Fig. 1: where the registers sit
Drawn at 4 px/um. Other sequential cells in the stronger gray, the rest of the logic in the fainter gray.
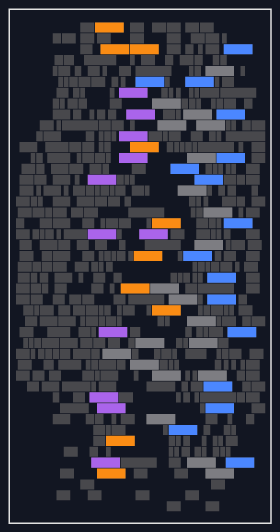
Fig. 2: cells colored by class
Drawn at 4 px/um.
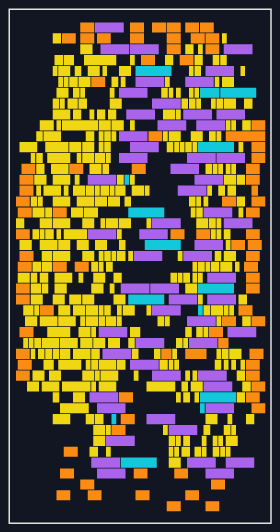
Fig. 3: M3 wires
Drawn at 3 px/um.
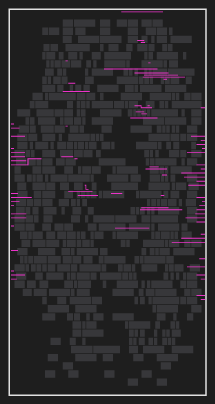
Fig. 4: sizing map
Drawn at 4 px/um.
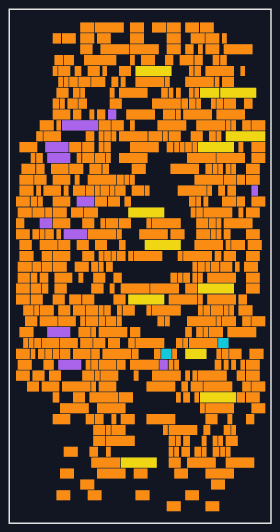
Fig. 5: cell placement
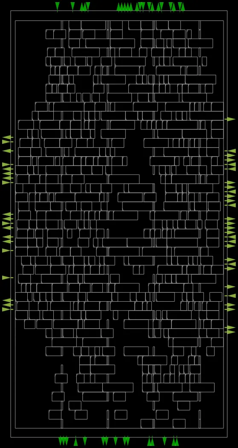
[src/rtl/fifo_rd_ctrl_pkg.sv]
// Shared pointer helpers for the async FIFO read and write sides.
// Functions work on a wide vector; callers cast to their own pointer width.
package fifo_rd_ctrl_pkg;

   localparam int MAX_PTR_W = 32;

   function automatic logic [MAX_PTR_W-1:0] bin2gray(input logic [MAX_PTR_W-1:0] b);
      return b ^ (b >> 1);
   endfunction

   // Zero-extended upper bits leave the low bits of the result unaffected.
   function automatic logic [MAX_PTR_W-1:0] gray2bin(input logic [MAX_PTR_W-1:0] g);
      logic [MAX_PTR_W-1:0] b;
      b[MAX_PTR_W-1] = g[MAX_PTR_W-1];
      for (int i = MAX_PTR_W - 2; i >= 0; i--) begin
         b[i] = b[i+1] ^ g[i];
      end
      return b;
   endfunction

endpackage

[src/rtl/fifo_rd_stage.sv]
// Showahead output stage: head register, skid register and an in-flight RAM read flag.
// Keeps the head word visible before rd_en and sustains one word per cycle.
module fifo_rd_stage #(
   parameter int DBITS = 16
) (
   input  logic             clk,
   input  logic             rst,
   input  logic             rd_en,
   input  logic             mem_empty,
   input  logic [DBITS-1:0] ram_rdata,
   output logic             ram_ren,
   output logic [DBITS-1:0] rd_data,
   output logic             rd_valid,
   output logic [1:0]       stg
);

   logic [DBITS-1:0] head_q, head_d;
   logic [DBITS-1:0] skid_q, skid_d;
   logic             head_v_q, head_v_d;
   logic             skid_v_q, skid_v_d;
   logic             inflight_q, inflight_d;
   logic             pop;

   always_comb begin
      stg        = {1'b0, head_v_q} + {1'b0, skid_v_q} + {1'b0, inflight_q};
      pop        = rd_en & head_v_q;
      ram_ren    = ~mem_empty & ((stg - {1'b0, pop}) < 2'd2);
      inflight_d = ram_ren;
      head_d     = head_q;
      head_v_d   = head_v_q;
      skid_d     = skid_q;
      skid_v_d   = skid_v_q;
      if (pop) begin
         head_d   = skid_q;
         head_v_d = skid_v_q;
         skid_v_d = 1'b0;
      end
      // The returning word lands in head whenever head is free after this cycle's pop.
      if (inflight_q) begin
         if (!head_v_d) begin
            head_d   = ram_rdata;
            head_v_d = 1'b1;
         end else begin
            skid_d   = ram_rdata;
            skid_v_d = 1'b1;
         end
      end
   end

   always_ff @(posedge clk) begin
      if (rst) begin
         head_q     <= '0;
         skid_q     <= '0;
         head_v_q   <= 1'b0;
         skid_v_q   <= 1'b0;
         inflight_q <= 1'b0;
      end else begin
         head_q     <= head_d;
         skid_q     <= skid_d;
         head_v_q   <= head_v_d;
         skid_v_q   <= skid_v_d;
         inflight_q <= inflight_d;
      end
   end

   assign rd_data  = head_v_q ? head_q : '0;
   assign rd_valid = head_v_q;

endmodule

[src/rtl/fifo_rd_ctrl.sv]
// Read-side controller of the async FIFO: read pointers, registered empty, level and
// almost-empty, with either a normal (1-cycle latency) or showahead output path.
module fifo_rd_ctrl
   import fifo_rd_ctrl_pkg::*;
#(
   parameter int SHOWAHEAD     = 1,
   parameter int ABITS         = 10,
   parameter int DBITS         = 16,
   parameter int AEMPTY_THRESH = 4
) (
   input  logic             rdclk,
   input  logic             rst,
   input  logic             rd_en,
   output logic [DBITS-1:0] rd_data,
   output logic             rd_valid,
   output logic             rd_empty,
   output logic             rd_almost_empty,
   output logic [ABITS:0]   rd_level,
   output logic             rd_underflow,
   input  logic [ABITS:0]   wptr_gray_sync,
   output logic [ABITS:0]   rptr_gray,
   output logic [ABITS-1:0] ram_raddr,
   output logic             ram_ren,
   input  logic [DBITS-1:0] ram_rdata
);

   localparam int               PTR_W     = ABITS + 1;
   localparam logic [PTR_W-1:0] AE_THRESH = PTR_W'(AEMPTY_THRESH);

   // Handshake: rd_en is a request. A word is consumed on a clock edge where rd_en=1 and
   // rd_empty=0; rd_en with rd_empty=1 is ignored and reported by rd_underflow next cycle.
   // In showahead mode rd_data/rd_valid present the head word before the request; in normal
   // mode the word appears with rd_valid one cycle after the accepting edge.

   logic [PTR_W-1:0] rbin_q, rbin_d;
   logic [PTR_W-1:0] rptr_gray_q, rptr_gray_d;
   logic [PTR_W-1:0] wbin, mem_level;
   logic             mem_empty_q, mem_empty_d;
   logic             underflow_q, underflow_d;
   logic             ren;
   logic [1:0]       stg;

   always_comb begin
      wbin        = PTR_W'(gray2bin(MAX_PTR_W'(wptr_gray_sync)));
      mem_level   = wbin - rbin_q;
      rbin_d      = rbin_q + PTR_W'(ren);
      rptr_gray_d = PTR_W'(bin2gray(MAX_PTR_W'(rbin_d)));
      mem_empty_d = (rptr_gray_d == wptr_gray_sync);
      underflow_d = rd_en & rd_empty;
   end

   always_ff @(posedge rdclk) begin
      if (rst) begin
         rbin_q      <= '0;
         rptr_gray_q <= '0;
         mem_empty_q <= 1'b1;
         underflow_q <= 1'b0;
      end else begin
         rbin_q      <= rbin_d;
         rptr_gray_q <= rptr_gray_d;
         mem_empty_q <= mem_empty_d;
         underflow_q <= underflow_d;
      end
   end

   generate
      if (SHOWAHEAD == 1) begin : g_showahead
         fifo_rd_stage #(
            .DBITS(DBITS)
         ) u_stage (
            .clk       (rdclk),
            .rst       (rst),
            .rd_en     (rd_en),
            .mem_empty (mem_empty_q),
            .ram_rdata (ram_rdata),
            .ram_ren   (ren),
            .rd_data   (rd_data),
            .rd_valid  (rd_valid),
            .stg       (stg)
         );
         assign rd_empty = ~rd_valid;
      end else begin : g_normal
         logic rd_valid_q, rd_valid_d;

         always_comb begin
            ren        = rd_en & ~mem_empty_q;
            rd_valid_d = ren;
         end

         always_ff @(posedge rdclk) begin
            if (rst) rd_valid_q <= 1'b0;
            else     rd_valid_q <= rd_valid_d;
         end

         assign rd_valid = rd_valid_q;
         assign rd_data  = rd_valid_q ? ram_rdata : '0;
         assign rd_empty = mem_empty_q;
         assign stg      = 2'd0;
      end
   endgenerate

   assign rd_level        = mem_level + PTR_W'(stg);
   assign rd_almost_empty = (rd_level <= AE_THRESH);
   assign rd_underflow    = underflow_q;
   assign rptr_gray       = rptr_gray_q;
   assign ram_raddr       = rbin_q[ABITS-1:0];
   assign ram_ren         = ren;

endmodule
[config.mk]
export PLATFORM = sky130hd
export DESIGN_NAME = fifo_rd_ctrl
export DESIGN_NICKNAME = d
export VERILOG_FILES = /design/src/rtl/fifo_rd_ctrl_pkg.sv /design/src/rtl/fifo_rd_stage.sv /design/src/rtl/fifo_rd_ctrl.sv
export SDC_FILE = /design/constraint.sdc
export NUM_CORES = 1
export LEC_CHECK = 0
export CAP_MARGIN = 40
export CORE_ASPECT_RATIO = 2
export CORE_UTILIZATION = 44
export DETAILED_ROUTE_END_ITERATION = 16
export MAX_ROUTING_LAYER = met4
export PLACE_DENSITY = 0.81
export SLEW_MARGIN = 20
export SYNTH_ARGS = -nofsm -noshare
export SYNTH_HDL_FRONTEND = slang
export SYNTH_SLANG_ARGS = --single-unit
[constraint.sdc]
create_clock -name rdclk -period 17.05 [get_ports rdclk]
set_clock_uncertainty 0.1 [all_clocks]
set_input_delay 3.41 -clock rdclk [delete_from_list [all_inputs] [get_ports rdclk]]
set_output_delay 3.41 -clock rdclk [all_outputs]
set_load 0.005 [all_outputs]
==> flow_metrics.py <==
# Physical implementation metrics
metrics = {
    "status": {
        "outcome": "completed",
    },
    "critical_path": {
        "crit_top_cell": "xor2_2",
        "timing.rr.end": "mem_empty_q$_SDFF_PP1_",
        "cp_num_buf_inv": 2,
        "cp_cell_sequence": "clkdlybuf4s50_1 -> xor3_2 -> xor2_2 -> xnor2_2 -> xor2_2 -> xnor2_2 -> xor2_2 -> fa_1 -> fa_1 -> a21o_1 -> a21oi_1 -> o21ai_0 -> nand2_1 -> xnor2_1 -> or4_1 -> nor4_1 -> clkdlybuf4s50_1",
        "max_stage_delay_ns": 0.55,
        "required_ns": 13.54,
        "worstPathArrival_ns": 8.61,
        "reg2reg_slack_ns": 12.58,
        "cp-start-kind": "primary input",
        "cp-startpoint": "wptr_gray_sync[10]",
        "crit_family": "XOR/XNOR gates",
        "r2r-start": "g_showahead.u_stage.rd_valid$_SDFF_PP0_",
        "path_max_fanout": 4,
        "endpoint": "rd_almost_empty",
        "path_depth": 17,
        "crit_path_end_kind": "output pin",
        "rr_worst_depth": 13,
        "critPathSlowestCell": "clkdlybuf4s50_1",
    },
    "yosys": {
        "async_reset_ff_share_pct": 0,
        "ys_ff": 58,
        "synthCells": 431,
        "yosys.area_share.adder_pct": 9.22,
        "synth_warnings": 0,
        "avgSynthCellArea_um2": 8.12,
        "synth_cell_type_count": 45,
        "largest_area_cell": "dfxtp_1",
        "syn_area_um2": 3500,
        "synth_top_area_share_pct": 33.2,
        "mux_share_pct": 0,
        "ys_sh_xor_pct": 15.2,
        "synthFlopType": "dfxtp_1",
        "top_logic_kind": "simple AND/OR/NAND/NOR gates",
        "synth.area.top_cells": "dfxtp_1, ha_1, xnor2_1, nand2_1, nor2_1",
        "edf_count": 0,
        "synth_seq_share_pct": 33.2,
        "netlist_top_cells_count": "nand2_1, dfxtp_1, nor2_1, xnor2_1, a21oi_1",
        "ys_area_um2": 3500,
        "synth-simple-area-share_pct": 23.0,
    },
    "job": {
        "warning_count": 26,
    },
    "sta": {
        "final_max_slew_viol_count": 0,
        "relSlewSlack_pct": 51.7,
        "worst_pin_slew_ns": 0.723,
        "final.setup.tns_ns": 0,
        "hold_violations": 0,
        "worst_hold_slack_ns": 0.357,
        "period_minus_slack_ns": 12.12,
    },
    "die": {
        "taps": 94,
        "die_y_um": 128,
        "fp_util_pct": 45.7,
        "core.rowCount": 45,
        "dieArea_um2": 8340,
        "ios": 83,
    },
    "clock_tree": {
        "post_cts_resized": 0,
        "clk_path_buf_depth": 2,
        "clock-root-buffer": "clkbuf_16",
        "cts_sinks": 58,
        "tritoncts": "done",
        "postCtsSetupBuffers": 0,
        "hold_buffers": 0,
        "numCtsBuffers": 9,
        "clkLatencyLatePin_ns": 0.32,
        "clk_pin_slew_ns": 0.04,
    },
    "min_path": {
        "min_to": "g_showahead.u_stage.skid_q[7]$_SDFFE_PP0P_",
        "holdCritStartpoint": "g_showahead.u_stage.skid_q[7]$_SDFFE_PP0P_",
        "hold_class": "reg -> reg",
    },
    "finish": {
        "antenna_cells": 0,
        "regArea_um2": 1160,
        "logic_area_um2": 2160,
        "layout_top_cells": "clkdlybuf4s50_1, nand2_1, dfxtp_1, nor2_1, xnor2_1",
        "nets": 555,
        "comb_share_pct": 46.6,
        "nClkBuffers": 14,
        "multi_input_comb_cells": 327,
        "inverters": 19,
        "dominant_cells": "multi-input combinational cells",
        "mostFrequentLayoutCell": "clkdlybuf4s50_1",
        "drive_gt1_share_pct": 4.96,
        "top_regs": "g_showahead.u_stage.head_q (16), g_showahead.u_stage.skid_q (16), rbin_q (11)",
        "bufAreaShareNonClock_pct": 18.8,
    },
    "pwr": {
        "power.density_nw_per_um2": 116,
        "power_frac_seq_pct": 26.7,
        "switching_power_w": 0.000167,
        "cellLeakagePower_nw": 1.74,
        "maxPowerGroup": "combinational logic",
        "power.total_w": 0.000541,
        "seq_power_w": 0.000144,
        "swShare_pct": 30.9,
    },
    "route": {
        "top_layer": "met4",
        "vias": 3222,
        "drt-initial-drc-count": 283,
        "wl_met3_um": 331,
        "final_antenna_net_count": 0,
        "m1WireLength_um": 3310,
        "drc_errors": 0,
        "drtPass1Iterations": 5,
    },
    "placement": {
        "place_inst": 584,
        "port_buffers": 82,
        "preCtsSetupSlack_ns": 4.87,
        "dpl.hpwl_um": 6650,
        "gp_congestion": 0.891,
    },
    "global_routing": {
        "grt_max_degree": 38,
        "grtUsageMet3_pct": 3.65,
        "grt_use_total_pct": 23.5,
        "gr-total-overflow": 0,
        "grt_pass1_wl_um": 14900,
    },
}
About Fig. 1:
- purple: rbin_q (sequential cells 11)
- orange: rptr_gray (sequential cells 10)
- blue: g_showahead.u_stage.head_q (sequential cells 16)
- not colored: 21

About Fig. 2:
- purple: flip-flops (cells 58; share of their area 26%)
- orange: other buffers and delay cells (cells 86; share of their area 19%)
- cyan: clock drivers and dummy loads (cells 14; share of their area 5.6%)
- yellow: all other logic (cells 346; share of their area 49%)

About Fig. 3:
- nets with wire on the layer: 66
- share of all routed wire: 3.8%

About Fig. 4:
- yellow: drive 6 and up (cells 12; share 2.4%)
- purple: drive 2 (cells 11; share 2.2%)
- orange: drive 1 or less (cells 479; share 95%)
- cyan: drive 3 to 4 (cells 2; share 0.40%)
Worst Slack Setup Final: 4.93 ns
Area Overhead vs Synth: 32.6%
Final Instance Area: 4640 um2
Non-CTS buffers: 86

About Fig. 5:
core area: 7660 um2
fill cell count: 700
register fraction of the total cell area: 25.0%
Seq cells: 58
Final Util: 60.6%

No activity file was given, so power comes from the tool's default toggle rates.
